### Congestion heat map

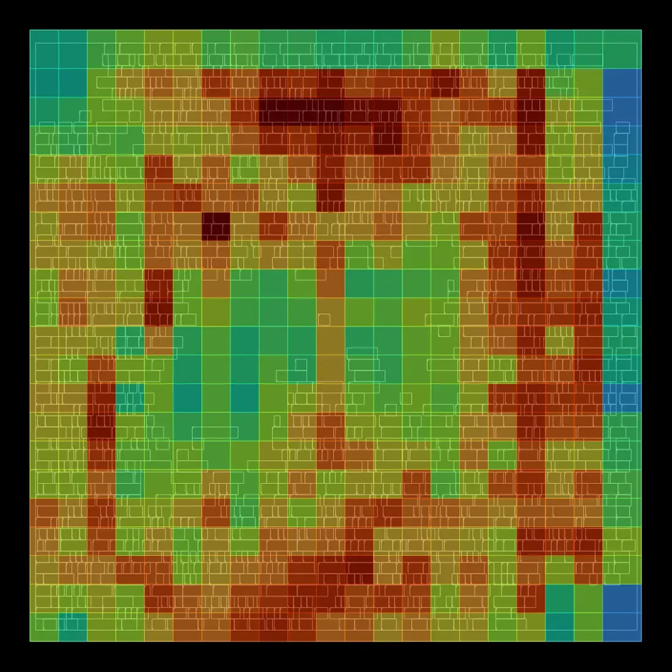
### Cells colored by class

The bar under the picture is 50 µm long.
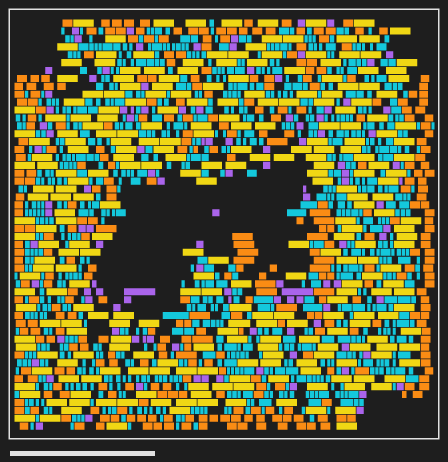
### Routed metal, one color a layer

The bar under the picture is 50 µm long. Only two layers are drawn.
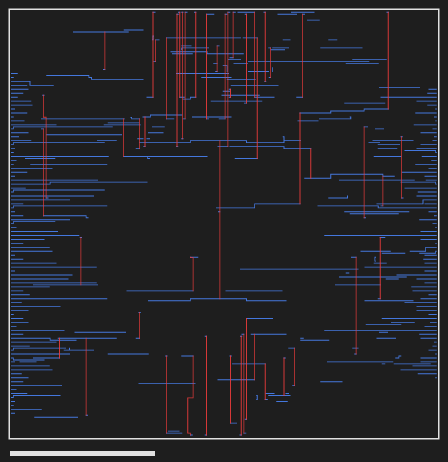
File: config.mk
export PLATFORM = sky130hd
export DESIGN_NAME = ahb_master_arbiter
export DESIGN_NICKNAME = d
export VERILOG_FILES = /design/src/rtl/ahb_pkg.sv /design/src/rtl/ahb_req_slot.sv /design/src/rtl/ahb_master_arbiter.sv
export SDC_FILE = /design/constraint.sdc
export NUM_CORES = 1
export LEC_CHECK = 0
export CORE_UTILIZATION = 49
export CTS_BUF_LIST = sky130_fd_sc_hd__clkbuf_4
export CTS_CLUSTER_DIAMETER = 100
export DETAILED_ROUTE_END_ITERATION = 8
export PLACE_DENSITY = 0.92
export SETUP_SLACK_MARGIN = 0.1
export SYNTH_ARGS = -nofsm -noshare
export SYNTH_HDL_FRONTEND = slang
export SYNTH_SLANG_ARGS = --single-unit
export TNS_END_PERCENT = 10
File: constraint.sdc
create_clock -name clk -period 1.7 [get_ports clk]
set_input_delay 0.255 -clock clk [delete_from_list [all_inputs] [get_ports clk]]
set_output_delay 0.255 -clock clk [all_outputs]
set_load 0.01 [all_outputs]
File: src/rtl/ahb_pkg.sv
// Shared types and constants for the two-requester AHB master arbiter.
package ahb_pkg;

  typedef enum logic [1:0] {
    StIdle   = 2'd0,
    StIssue  = 2'd1,
    StWaitRd = 2'd2
  } state_e;

  typedef enum logic {
    OwnM0 = 1'b0,
    OwnM1 = 1'b1
  } owner_e;

  localparam logic [1:0] SIZE_BYTE = 2'd0;
  localparam logic [1:0] SIZE_HALF = 2'd1;
  localparam logic [1:0] SIZE_WORD = 2'd2;

  localparam logic [31:0] ERR_DATA_DEFAULT = 32'hDEAD_BEEF;

  typedef struct packed {
    logic        wr;
    logic [31:0] addr;
    logic [31:0] data;
    logic [1:0]  size;
  } req_t;

endpackage

File: src/rtl/ahb_req_slot.sv
// One-deep request holding register; captures a request only while empty.
module ahb_req_slot
  import ahb_pkg::*;
(
  input  logic        clk,
  input  logic        rst,
  input  logic        rd_en,
  input  logic        wr_en,
  input  logic [31:0] addr,
  input  logic [31:0] wr_data,
  input  logic [1:0]  size,
  input  logic        clr,
  output logic        busy,
  output req_t        req
);

  always_ff @(posedge clk) begin
    if (rst) begin
      busy <= 1'b0;
      req  <= '0;
    end else if (!busy && (rd_en || wr_en)) begin
      // A simultaneous read and write request is taken as a write.
      busy <= 1'b1;
      req  <= '{wr: wr_en, addr: addr, data: wr_data, size: size};
    end else if (clr) begin
      busy <= 1'b0;
    end
  end

endmodule

File: src/rtl/ahb_master_arbiter.sv
// Shares one AHB master port between requesters m0 and m1, one transfer at a time.
// Optional read-response timeout is enabled with `define AHB_TIMEOUT_EN.
module ahb_master_arbiter
  import ahb_pkg::*;
#(
  parameter int unsigned FIXED_PRIO  = 0,
  parameter int unsigned TIMEOUT_CYC = 256,
  parameter logic [31:0] ERR_DATA    = ERR_DATA_DEFAULT
) (
  input  logic        clk,
  input  logic        rst,
  input  logic        m0_rd_en,
  input  logic        m0_wr_en,
  input  logic [31:0] m0_addr,
  input  logic [31:0] m0_wr_data,
  input  logic [1:0]  m0_size,
  output logic [31:0] m0_rd_data,
  output logic        m0_rd_vld,
  output logic        m0_busy,
  output logic        m0_err,
  input  logic        m1_rd_en,
  input  logic        m1_wr_en,
  input  logic [31:0] m1_addr,
  input  logic [31:0] m1_wr_data,
  input  logic [1:0]  m1_size,
  output logic [31:0] m1_rd_data,
  output logic        m1_rd_vld,
  output logic        m1_busy,
  output logic        m1_err,
  output logic        ahb_rd_en,
  output logic        ahb_wr_en,
  output logic [31:0] ahb_addr,
  output logic [31:0] ahb_wr_data,
  output logic [1:0]  ahb_size,
  input  logic [31:0] ahb_rd_data,
  input  logic        ahb_rd_vld,
  input  logic        ahb_busy
);

  state_e      state_q;
  owner_e      owner_q, last_grant_q, gnt_owner;
  req_t        s0_req, s1_req, gnt_req;
  logic        s0_clr, s1_clr, rd_done, xfer_done;
  logic [31:0] rd_word;

  ahb_req_slot u_slot0 (
    .clk     (clk),
    .rst     (rst),
    .rd_en   (m0_rd_en),
    .wr_en   (m0_wr_en),
    .addr    (m0_addr),
    .wr_data (m0_wr_data),
    .size    (m0_size),
    .clr     (s0_clr),
    .busy    (m0_busy),
    .req     (s0_req)
  );

  ahb_req_slot u_slot1 (
    .clk     (clk),
    .rst     (rst),
    .rd_en   (m1_rd_en),
    .wr_en   (m1_wr_en),
    .addr    (m1_addr),
    .wr_data (m1_wr_data),
    .size    (m1_size),
    .clr     (s1_clr),
    .busy    (m1_busy),
    .req     (s1_req)
  );

`ifdef AHB_TIMEOUT_EN
  localparam int unsigned CntW = ($clog2(TIMEOUT_CYC) > 8) ? $clog2(TIMEOUT_CYC) : 8;
  logic [CntW-1:0] cnt_q;
  logic            rd_err;
`endif

  always_comb begin
    // m1 wins only if alone, or on a tie under round-robin when m0 was served last.
    gnt_owner = (m1_busy && (!m0_busy || (FIXED_PRIO == 0 && last_grant_q == OwnM0))) ?
                OwnM1 : OwnM0;
    gnt_req   = (gnt_owner == OwnM1) ? s1_req : s0_req;

    rd_done = (state_q == StWaitRd) && ahb_rd_vld;
    rd_word = ahb_rd_data;
`ifdef AHB_TIMEOUT_EN
    rd_err  = 1'b0;
    if ((state_q == StWaitRd) && !ahb_rd_vld && (cnt_q == CntW'(TIMEOUT_CYC - 1))) begin
      rd_done = 1'b1;
      rd_word = ERR_DATA;
      rd_err  = 1'b1;
    end
`endif

    xfer_done = ((state_q == StIssue) && ahb_wr_en && !ahb_busy) || rd_done;
    s0_clr    = xfer_done && (owner_q == OwnM0);
    s1_clr    = xfer_done && (owner_q == OwnM1);
  end

  always_ff @(posedge clk) begin
    if (rst) begin
      state_q      <= StIdle;
      owner_q      <= OwnM0;
      last_grant_q <= OwnM1;
      ahb_rd_en    <= 1'b0;
      ahb_wr_en    <= 1'b0;
      ahb_addr     <= '0;
      ahb_wr_data  <= '0;
      ahb_size     <= '0;
      m0_rd_data   <= '0;
      m0_rd_vld    <= 1'b0;
      m1_rd_data   <= '0;
      m1_rd_vld    <= 1'b0;
`ifdef AHB_TIMEOUT_EN
      m0_err       <= 1'b0;
      m1_err       <= 1'b0;
      cnt_q        <= '0;
`endif
    end else begin
      m0_rd_vld <= 1'b0;
      m1_rd_vld <= 1'b0;
`ifdef AHB_TIMEOUT_EN
      m0_err    <= 1'b0;
      m1_err    <= 1'b0;
`endif
      case (state_q)
        StIdle: begin
          if (m0_busy || m1_busy) begin
            owner_q      <= gnt_owner;
            last_grant_q <= gnt_owner;
            ahb_addr     <= gnt_req.addr;
            ahb_wr_data  <= gnt_req.data;
            ahb_size     <= gnt_req.size;
            ahb_wr_en    <= gnt_req.wr;
            ahb_rd_en    <= !gnt_req.wr;
            state_q      <= StIssue;
          end
        end
        StIssue: begin
          if (!ahb_busy) begin
            ahb_rd_en <= 1'b0;
            ahb_wr_en <= 1'b0;
            state_q   <= ahb_wr_en ? StIdle : StWaitRd;
`ifdef AHB_TIMEOUT_EN
            cnt_q     <= '0;
`endif
          end
        end
        StWaitRd: begin
`ifdef AHB_TIMEOUT_EN
          cnt_q <= cnt_q + CntW'(1);
`endif
          if (rd_done) begin
            if (owner_q == OwnM0) begin
              m0_rd_data <= rd_word;
              m0_rd_vld  <= 1'b1;
`ifdef AHB_TIMEOUT_EN
              m0_err     <= rd_err;
`endif
            end else begin
              m1_rd_data <= rd_word;
              m1_rd_vld  <= 1'b1;
`ifdef AHB_TIMEOUT_EN
              m1_err     <= rd_err;
`endif
            end
            state_q <= StIdle;
          end
        end
        default: state_q <= StIdle;
      endcase
    end
  end

`ifndef AHB_TIMEOUT_EN
  assign m0_err = 1'b0;
  assign m1_err = 1'b0;
`endif

endmodule

==> changes_impl.md <==
### Implementation results

* Ys Warns at 0
* Minimum clock period at 1.56 ns
* DRT Pass-1 Iters at 7
* Slew Limit Fails at 0
* Clk_lat worst skew at 0.65 ns
* Clock transition at path regs at approximately 0.06 ns
* CTS tree: yes
* Cts bufs inserted at 70
* Period utilization at 0.916
* Cell area leaders: dfxtp_1 53%, nand2_1 14%, a21oi_1 13%
* Initial antenna violation count at 1
* Power per cell area at approximately 1100 nW/µm²
* P_leak at ~6 nW
* Gate count after technology mapping at ~1200
* Share of layout cells above drive strength 1 at 0.118
* Clock network power share at 0.356
* R2r setup slk at about 0.18 ns
* # DRC at 0
* Root buffer cell: clkbuf_4
* Layout Skew at 0.0430 ns
* Post-synth regs at roughly 270
* Switching Fraction at 0.280
* R2r worst-path depth at 4
* Clock Path Buffers at 3
* CP startpoint: ahb_addr[31]$_SDFFE_PP0P_
* Area grow syn2layout at 40.5%
* Async set or reset register ratio after synthesis at 0
* Worst Hold Depth at 2
* Crit path DRT at ~1.4 ns
* Most common logic cells in the final layout: 394 x nand2_1, 272 x dfxtp_1, 267 x a21oi_1, 170 x clkdlybuf4s50_1, 129 x dlygate4sd2_1
* Largest net degree at the start of global routing at approximately 60
* Nets at approximately 1700
* Flop pwr share at 0.457
* Top-area cell share at 0.530
* Cell variety after synth at 36
* DP Wirelength at ~21000 µm
* Unrepaired setup endpoints after global routing: true
* OpenROAD warning count at 27
* # setup viols final at 0
* Layout Cells excl Fill at approximately 1800
* CP max stage delay at around 0.34 ns
* Setup CP Type: register to output port
* 1st-iter DRT viols at about 500
* Internal Pwr Total at roughly 0.011 W
* CP Max Fanout at 2
* GPL Wtd Cong at slightly above 0.8
* Postcts setup bufs at 0
* NetSw at approximately 0.0044 W
* Die Area at 21700 µm²
* Main flop type after synthesis: dfxtp_1
* Worst Setup Start Kind: register
* Hold_sp: rst
* Post-DP Area at between 10000 and 15000 µm²
* Crit path buffers/inverters at 1
* Cells in synth_stat.txt at ~1200
* Routed vias/inst at around 5.5
* Status: finished, final reports clean
* DRT antenna net count at 0
* CP Capture Type: output port
* First-pass GRT wire length at between 40000 and 50000 µm
* Hold EP: state_q[1]$_SDFFE_PP0P_
* Placed insts at 1726
* IO Port Bufs at ~300
* Worst reg2reg startpoint: u_slot1.busy$_SDFFE_PP0P_
* Die height at 147 µm
* Yosys stat area at 10300 µm²
* H-tree depth at 3
* Die Width at between 100 and 150 µm
* Crit path max-delay family: buffers and inverters
* Arr. time, crit path at between 1 and 1.5 ns
* Vias in the first global route at 10300
* F_max at ~640 MHz
* Reg2Reg Capture Point: ahb_rd_en$_SDFFE_PP0P_
* Synth Seq Share at 0.530
* Comb pwr share at 0.186
* Peak supply drop at roughly 0.8 mV
* HP Class: input pin to register
* Max Cap Viol at 0
* Mapped Avg Cell Area at 8.50 µm²
* Mapped cell area at approximately 10000 µm²
* Clk sink count at 274
* Slowest stage cell, crit path: dlygate4sd2_1
* Fp util at 0.505
* Yosys top cell by area: dfxtp_1
* Post-synth EDFFs at 0
* Crit-path cells: dlygate4sd2_1
* Commonest Layout Cell: nand2_1
Notes on 'Congestion heat map' above:
final core utilization: 0.709
GRT Total Usage: 0.286

Notes on 'Cells colored by class' above:
| class | color | cells |
|---|---|---|
| combinational and other logic | cyan | 835 |
| remaining buffers and delay cells | orange | 347 |
| sequential cells | yellow | 274 |
| clock drivers and dummy loads | purple | 113 |
row count: 52
design area: 14500 µm²
core area: 20500 µm²

Notes on 'Routed metal, one color a layer' above:
| layer | color | wire length |
|---|---|---|
| metal 3 | blue | 3000 µm |
| metal 4 | red | 1260 µm |
via count: 10000
WL final: 31400 µm
per-cell routed wire length: 17.1 µm

## how the worst max path moves through the flow
stage | depth (start not counted) | end | slack, ns
CTS | 1 | m0_rd_data[15] | 0.10
global placement | 5 | m0_rd_data[12]$_SDFFE_PP0P_ | 0.11
floorplan | 6 | ahb_addr[13]$_SDFFE_PP0P_ | 0.20
global route | 1 | ahb_addr[26] | 0.07
detailed placement | 6 | u_slot1.req[6]$_SDFFE_PP0P_ | -0.004
finish | 1 | ahb_addr[31] | 0.14
## area by class of cell
cell class              instances  area [µm²]
clock buffers                 104         781
repair buffers                347        3430
clock inverters                 9        87.6
diodes                          1        2.50
multi-input cells             834        4410
fillers                      1535        5950
inverters                       1        3.75
well taps                     270         338
flip-flops and latches        274        5490
## kinds of logic after synthesis
kind of cell / after synthesis / share of synthesized area
flops: 274 / 0.530
other cells: 1 / 0.000362
mux: 69 / 0.0667
simple gates: 417 / 0.156
compound gates: 346 / 0.197
buf+inv: 111 / 0.0499
## worst register-to-register path: cells and delay by family, from the launching register on
family	cells	cell delay, ns
AND-OR/OR-AND	2	0.47
multiplexers	1	0.39
flip-flops	1	0.36
buffers and inverters	1	0.27
## per-stage QoR
| stage | hold slack, ns | setup TNS (ns) | setup WS (ns) | total power [W] |
|---|---|---|---|---|
| 5_1_grt | 0.0939 | 0 | 0.0696 | 0.0165 |
| 4_1_cts | 0.0838 | 0 | 0.100 | 0.0159 |
| 3_5_place_dp | 0.446 | -0.00423 | -0.00423 | 0.0105 |
| 2_1_floorplan | 0.391 | 0 | 0.203 | 0.00890 |
| 6_report | 0.122 | 0 | 0.143 | 0.0158 |
| 3_3_place_gp | 0.441 | 0 | 0.114 | 0.0104 |
## power by group through the flow
stage / sequential, W / clock, W / combinational, W
after floorplan: 0.00742 / 0 / 0.00148
after detailed placement: 0.00736 / 0 / 0.00310
after CTS: 0.00722 / 0.00573 / 0.00294
after global routing: 0.00727 / 0.00608 / 0.00317
after global placement: 0.00733 / 0 / 0.00302
final: 0.00722 / 0.00562 / 0.00294
## metal layers
layer	track usage	routed length [µm]	up-vias
met5	0	0	-
met4	0.143	1260	0
met3	0.0966	3000	106
met2	0.492	15300	472
met1	0.312	11800	4718
li1	-	-	4748
## cells in the mapped netlist (2+ instances only)
| master | instances |
|---|---|
| buf_2 | 22 |
| dfxtp_1 | 274 |
| nand3b_1 | 2 |
| o21ba_2 | 2 |
| a211oi_2 | 20 |
| nand2_1 | 394 |
| buf_1 | 10 |
| a21oi_1 | 267 |
| nor2_1 | 11 |
| buf_6 | 6 |
| o21bai_1 | 2 |
| o21ai_0 | 2 |
| buf_4 | 6 |
| clkbuf_1 | 64 |
| mux2i_1 | 69 |
| a211oi_1 | 47 |
## state kept, by name (all words and copies together) (netlist names)
name,count
last_grant_q,1
ahb_rd_en,1
owner_q,1
m0_rd_data,32
u_slot0.req,67
ahb_size,2
u_slot1.req,67
m0_rd_vld,1
state_q,2
ahb_wr_en,1
ahb_wr_data,32
ahb_addr,32
m1_rd_data,32
m1_rd_vld,1
u_slot1.busy,1
u_slot0.busy,1
## timing repair
item	in CTS	in global routing
setup endpoints to repair	136	30
hold endpoints to repair	0	0
resized	146	4
hold buffers	0	0
Power and IR drop assume default switching activity.
